File: config.mk
export PLATFORM = sky130hd
export DESIGN_NAME = apb_uart
export DESIGN_NICKNAME = d
export VERILOG_FILES = /design/src/rtl/apb_uart.sv
export SDC_FILE = /design/constraint.sdc
export NUM_CORES = 1
export LEC_CHECK = 0
export CELL_PAD_IN_SITES_DETAIL_PLACEMENT = 1
export CELL_PAD_IN_SITES_GLOBAL_PLACEMENT = 1
export CORE_MARGIN = 3
export CORE_UTILIZATION = 24
export CTS_CLUSTER_DIAMETER = 60
export DETAILED_ROUTE_END_ITERATION = 16
export PLACE_DENSITY = 0.49
export SETUP_SLACK_MARGIN = 0.4
export SYNTH_ARGS = -nofsm -noshare
export SYNTH_HDL_FRONTEND = slang
export SYNTH_SLANG_ARGS = --single-unit
File: constraint.sdc
create_clock -name PCLK -period 5.2 [get_ports PCLK]
set_clock_uncertainty 0.15 [all_clocks]
set_input_delay 1.3 -clock PCLK [delete_from_list [all_inputs] [get_ports PCLK]]
set_output_delay 1.3 -clock PCLK [all_outputs]
set_load 0.03 [all_outputs]
File: src/rtl/apb_uart.sv
// APB3 UART: 8N1 with optional parity, 16x oversampled baud generator,
// single-entry TX/RX buffers and W1C interrupt status with per-source masks.
module apb_uart #(
    parameter logic [9:0] BASE_ADDR = 10'h000
) (
    input  logic        PCLK,
    input  logic        PCLKG,
    input  logic        PRESETn,
    input  logic        PSEL,
    input  logic [9:0]  PADDR,
    input  logic        PENABLE,
    input  logic        PWRITE,
    input  logic [31:0] PWDATA,
    input  logic [3:0]  ECOREVNUM,
    output logic [31:0] PRDATA,
    output logic        PREADY,
    output logic        PSLVERR,
    input  logic        clk_16m,
    input  logic        clk_16m_rstn,
    input  logic        RXD,
    output logic        TXD,
    output logic        TXEN,
    output logic        BAUDTICK,
    output logic        TXINT,
    output logic        RXINT,
    output logic        TXOVRINT,
    output logic        RXOVRINT,
    output logic        UARTINT,
    output logic        UARTINT_FLAG
);

    typedef enum logic [2:0] {
        TX_IDLE, TX_LOAD, TX_START, TX_DATA, TX_PAR, TX_STOP
    } tx_state_t;

    typedef enum logic [2:0] {
        RX_IDLE, RX_START, RX_DATA, RX_PAR, RX_STOP
    } rx_state_t;

    logic        unused_pins;
    logic [9:0]  off;
    logic        in_blk, sel_rd, wr_en, rd_acc, wr_data, rx_rd;
    logic [6:0]  ctrl;
    logic [18:0] bauddiv;
    logic [1:0]  par_cfg;
    logic [14:0] baud_per, baud_cnt;
    logic        tick;
    logic [7:0]  tx_buf, tx_shift, rx_buf, rx_shift;
    logic        tx_full, rx_full, tx_par, rx_par_bit;
    logic [4:0]  int_stat, int_set, int_clr;
    tx_state_t   tx_state, tx_next;
    rx_state_t   rx_state, rx_next;
    logic [3:0]  tx_tick_cnt, rx_tick_cnt;
    logic [2:0]  tx_bit_idx, rx_bit_idx;
    logic        tx_load, tx_bit_end;
    logic        rx_done, rx_mid, rx_bit_end, rx_par_bad;
    logic        rxd_s1, rxd_s2, rxd_prev, rx_fall;

    assign unused_pins = &{1'b0, PCLKG, clk_16m, clk_16m_rstn, PWDATA[31:19]};

    // APB: PREADY is tied high so every access completes in its access phase;
    // writes commit on PSEL&PENABLE&PWRITE, reads are combinational while PSEL&!PWRITE.
    assign off     = PADDR - BASE_ADDR;
    assign in_blk  = (off < 10'd7);
    assign sel_rd  = PSEL & ~PWRITE & in_blk;
    assign wr_en   = PSEL & PENABLE & PWRITE & in_blk;
    assign rd_acc  = PSEL & PENABLE & ~PWRITE & in_blk;
    assign wr_data = wr_en && (off[2:0] == 3'd0);
    assign rx_rd   = rd_acc && (off[2:0] == 3'd0);
    assign int_clr = (wr_en && (off[2:0] == 3'd3)) ? PWDATA[4:0] : 5'd0;

    assign PREADY  = 1'b1;
    assign PSLVERR = 1'b0;
    assign TXEN    = ctrl[0];

    always_comb begin
        PRDATA = 32'd0;
        if (sel_rd) begin
            case (off[2:0])
                3'd0:    PRDATA = {24'd0, rx_buf};
                3'd1:    PRDATA = {27'd0, int_stat[4:2], rx_full, tx_full};
                3'd2:    PRDATA = {25'd0, ctrl};
                3'd3:    PRDATA = {27'd0, int_stat};
                3'd4:    PRDATA = {13'd0, bauddiv};
                3'd5:    PRDATA = {30'd0, par_cfg};
                3'd6:    PRDATA = {28'd0, ECOREVNUM};
                default: PRDATA = 32'd0;
            endcase
        end
    end

    always_ff @(posedge PCLK or negedge PRESETn) begin
        if (!PRESETn) begin
            ctrl    <= '0;
            bauddiv <= '0;
            par_cfg <= '0;
        end else if (wr_en) begin
            case (off[2:0])
                3'd2:    ctrl    <= PWDATA[6:0];
                3'd4:    bauddiv <= PWDATA[18:0];
                3'd5:    par_cfg <= PWDATA[1:0];
                default: ;
            endcase
        end
    end

    // Tick period is BAUDDIV[18:4] cycles; a period of 1 ticks every cycle.
    assign baud_per = bauddiv[18:4];
    assign tick     = (baud_per != 15'd0) && (baud_cnt >= baud_per - 15'd1);
    assign BAUDTICK = tick;

    always_ff @(posedge PCLK or negedge PRESETn) begin
        if (!PRESETn)                        baud_cnt <= '0;
        else if (baud_per == 15'd0 || tick)  baud_cnt <= '0;
        else                                 baud_cnt <= baud_cnt + 15'd1;
    end

    // ---------------- transmitter ----------------
    assign tx_bit_end = tick && (tx_tick_cnt == 4'd15);

    always_comb begin
        tx_next = tx_state;
        tx_load = 1'b0;
        if (!ctrl[0]) begin
            tx_next = TX_IDLE;
        end else begin
            case (tx_state)
                TX_IDLE:  if (tx_full) begin tx_next = TX_LOAD; tx_load = 1'b1; end
                TX_LOAD:  if (tick) tx_next = TX_START;
                TX_START: if (tx_bit_end) tx_next = TX_DATA;
                TX_DATA:  if (tx_bit_end && tx_bit_idx == 3'd7)
                              tx_next = par_cfg[0] ? TX_PAR : TX_STOP;
                TX_PAR:   if (tx_bit_end) tx_next = TX_STOP;
                TX_STOP:  if (tx_bit_end) tx_next = TX_IDLE;
                default:  tx_next = TX_IDLE;
            endcase
        end
    end

    always_comb begin
        case (tx_state)
            TX_START: TXD = 1'b0;
            TX_DATA:  TXD = tx_shift[0];
            TX_PAR:   TXD = tx_par;
            default:  TXD = 1'b1;
        endcase
    end

    always_ff @(posedge PCLK or negedge PRESETn) begin
        if (!PRESETn) begin
            tx_state    <= TX_IDLE;
            tx_tick_cnt <= '0;
            tx_bit_idx  <= '0;
            tx_shift    <= '0;
            tx_par      <= 1'b0;
        end else begin
            tx_state <= tx_next;
            if (tx_state != tx_next) begin
                tx_tick_cnt <= '0;
                tx_bit_idx  <= '0;
            end else if (tick) begin
                tx_tick_cnt <= tx_tick_cnt + 4'd1;
            end
            if (tx_load) begin
                tx_shift <= tx_buf;
                tx_par   <= (^tx_buf) ^ par_cfg[1];
            end else if (tx_state == TX_DATA && tx_bit_end) begin
                tx_shift   <= {1'b0, tx_shift[7:1]};
                tx_bit_idx <= tx_bit_idx + 3'd1;
            end
        end
    end

    always_ff @(posedge PCLK or negedge PRESETn) begin
        if (!PRESETn) begin
            tx_buf  <= '0;
            tx_full <= 1'b0;
        end else if (tx_load) begin
            tx_full <= 1'b0;
        end else if (wr_data && !tx_full) begin
            tx_buf  <= PWDATA[7:0];
            tx_full <= 1'b1;
        end
    end

    // ---------------- receiver ----------------
    // Synchronizer idles high so reset never looks like a start edge.
    always_ff @(posedge PCLK or negedge PRESETn) begin
        if (!PRESETn) begin
            rxd_s1   <= 1'b1;
            rxd_s2   <= 1'b1;
            rxd_prev <= 1'b1;
        end else begin
            rxd_s1   <= RXD;
            rxd_s2   <= rxd_s1;
            rxd_prev <= rxd_s2;
        end
    end

    assign rx_fall    = rxd_prev & ~rxd_s2;
    assign rx_mid     = tick && (rx_tick_cnt == 4'd7);
    assign rx_bit_end = tick && (rx_tick_cnt == 4'd15);
    assign rx_par_bad = par_cfg[0] && (rx_par_bit != ((^rx_shift) ^ par_cfg[1]));

    always_comb begin
        rx_next = rx_state;
        rx_done = 1'b0;
        if (!ctrl[1]) begin
            rx_next = RX_IDLE;
        end else begin
            case (rx_state)
                RX_IDLE:  if (rx_fall) rx_next = RX_START;
                RX_START: if (rx_mid && rxd_s2) rx_next = RX_IDLE;
                          else if (rx_bit_end) rx_next = RX_DATA;
                RX_DATA:  if (rx_bit_end && rx_bit_idx == 3'd7)
                              rx_next = par_cfg[0] ? RX_PAR : RX_STOP;
                RX_PAR:   if (rx_bit_end) rx_next = RX_STOP;
                RX_STOP:  if (rx_mid) begin rx_done = 1'b1; rx_next = RX_IDLE; end
                default:  rx_next = RX_IDLE;
            endcase
        end
    end

    always_ff @(posedge PCLK or negedge PRESETn) begin
        if (!PRESETn) begin
            rx_state    <= RX_IDLE;
            rx_tick_cnt <= '0;
            rx_bit_idx  <= '0;
            rx_shift    <= '0;
            rx_par_bit  <= 1'b0;
        end else begin
            rx_state <= rx_next;
            if (rx_state != rx_next) begin
                rx_tick_cnt <= '0;
                rx_bit_idx  <= '0;
            end else if (tick) begin
                rx_tick_cnt <= rx_tick_cnt + 4'd1;
                if (rx_state == RX_DATA && rx_tick_cnt == 4'd15)
                    rx_bit_idx <= rx_bit_idx + 3'd1;
            end
            if (rx_state == RX_DATA && rx_mid) rx_shift   <= {rxd_s2, rx_shift[7:1]};
            if (rx_state == RX_PAR && rx_mid)  rx_par_bit <= rxd_s2;
        end
    end

    // A byte arriving while the buffer is still full is dropped; the old byte stays.
    always_ff @(posedge PCLK or negedge PRESETn) begin
        if (!PRESETn) begin
            rx_buf  <= '0;
            rx_full <= 1'b0;
        end else if (rx_done && !rx_full) begin
            rx_buf  <= rx_shift;
            rx_full <= 1'b1;
        end else if (rx_rd) begin
            rx_full <= 1'b0;
        end
    end

    // ---------------- interrupts ----------------
    assign int_set = {rx_done & rx_par_bad, rx_done & rx_full,
                      wr_data & tx_full, rx_done & ~rx_full, tx_load};

    always_ff @(posedge PCLK or negedge PRESETn) begin
        if (!PRESETn) int_stat <= '0;
        else          int_stat <= (int_stat & ~int_clr) | int_set;
    end

    assign TXINT        = int_stat[0] & ctrl[2];
    assign RXINT        = int_stat[1] & ctrl[3];
    assign TXOVRINT     = int_stat[2] & ctrl[4];
    assign RXOVRINT     = int_stat[3] & ctrl[5];
    assign UARTINT      = TXINT | RXINT | TXOVRINT | RXOVRINT | (int_stat[4] & ctrl[6]);
    assign UARTINT_FLAG = |int_stat;

endmodule

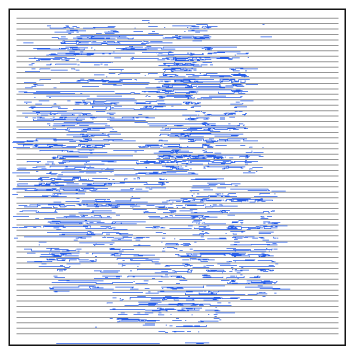
(images/met1.png)
Drawn at 2 px/um. Supply wires on this layer in grey.
share of all routed wire = 48%
nets with wire on the layer = 681
wire length on this layer = 8,710 um

==> Slide: Implementation Results <==
Flow Results at a Glance

Setup path
  • Required time of the critical path: about 3.8 ns
  • Cell with the largest stage delay on the worst path: clkdlybuf4s50_1
  • Crit path arrival time: 3.28 ns
  • Crit. End Element: output pin
  • Register-to-register setup slack: around 1.1 ns
  • Startpoint-to-endpoint class of the critical path: in -> out

Pwr
  • Logic power comb: ~0.11 mW
  • Sw frac: 26.0%
  • Register share of total power: approximately half
  • Worst-case vdd ir drop: approximately 150 uV

Detailed routing
  • Pre-antenna DRT Iters: 4

Status
  • Outcome: complete, no violations

STA
  • Cycle use final: between 90% and 100%
  • Worst Hold Slack: 0.212 ns
  • Final worst slack: between 0.4 and 0.5 ns

Layout
  • Most frequent cells in the layout: 104 x dfrtp_1, 52 x nor2_1, 46 x mux2_2
  • Fillcell total: 2,874

Clocking
  • Clock transition at the registers of the reported paths: 0.08 ns

Floorplan
  • Floorplan core area: between 0.02 and 0.03 mm^2

Min path
  • Hold path cells: 0
  • Start point of the worst min-delay path: rxd_s1

GRT
  • Maximum number of pins on one net before global-route repair: around 48
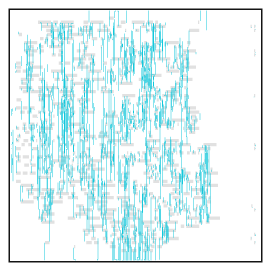
(images/met2.png)
Drawn at 1.5 px/um.
wire length on this layer = 8,670 um
main direction = vertical
nets with wire on the layer = 658
longest straight run = 70.4 um
share of all routed wire = 48%
Via Count: 4,834
wire length reported by the detailed router: 18,100 um
met2 Use GR: 21.1%

==> through the flow <==
stage	instances	instance area [um^2]
5_1_grt	1021	7670
3_5_place_dp	1003	7250
3_3_place_gp	1003	7250
4_1_cts	1019	7580
2_1_floorplan	631	6290
6_report	1021	7670
==> flip-flops by register name, summed over array words and instances, names as in the netlist, 2 cells and up <==
name / count
baud_cnt: 15
int_stat: 5
rx_buf: 8
ctrl: 7
tx_buf: 8
rx_shift: 8
tx_bit_idx: 3
tx_tick_cnt: 4
tx_shift: 8
rx_tick_cnt: 4
rx_bit_idx: 3
tx_state: 3
rx_state: 3
bauddiv: 19
par_cfg: 2
==> metal layers <==
metal  up-vias  global-route usage [%]  routed length (um)
met5         -                       0                   0
met4         0                    3.77                 239
met3        12                    2.15                 474
met2        78                    21.1                8670
met1      2432                    18.2                8710
li1       2312                       -                   -
==> logic make-up (layout without fill, tap and decap cells) <==
| group | after synthesis | in the layout | share of synthesized area [%] |
|---|---|---|---|
| buffers and inverters | 53 | 113 | 4.23 |
| AND-OR/OR-AND | 100 | 100 | 10.6 |
| XOR/XNOR | 48 | 48 | 6.73 |
| multiplexers | 68 | 68 | 12.7 |
| other | 2 | 15 | 0.120 |
| flip-flops | 107 | 107 | 42.9 |
| AND/OR/NAND/NOR | 217 | 217 | 18.1 |
| adder cells (fa/ha/maj) | 23 | 23 | 4.61 |
==> final cells by class <==
cell class	instances	area, um^2	area share, %
tap	330	413	5.38
inverter	14	52.6	0.685
clock buffer	10	229	2.99
sequential	107	2680	35.0
multi-input combinational	471	3440	44.9
timing repair buffer	83	793	10.3
clock inverter	6	58.8	0.767
==> repair_timing <==
item	4_1_cts	5_1_grt
setup buffers	0	1
resized	7	18
pin swaps	0	4
setup endpoints to repair	14	9
gates cloned	0	1
Power figures rest on the tool's default switching activity, not on a simulated workload.
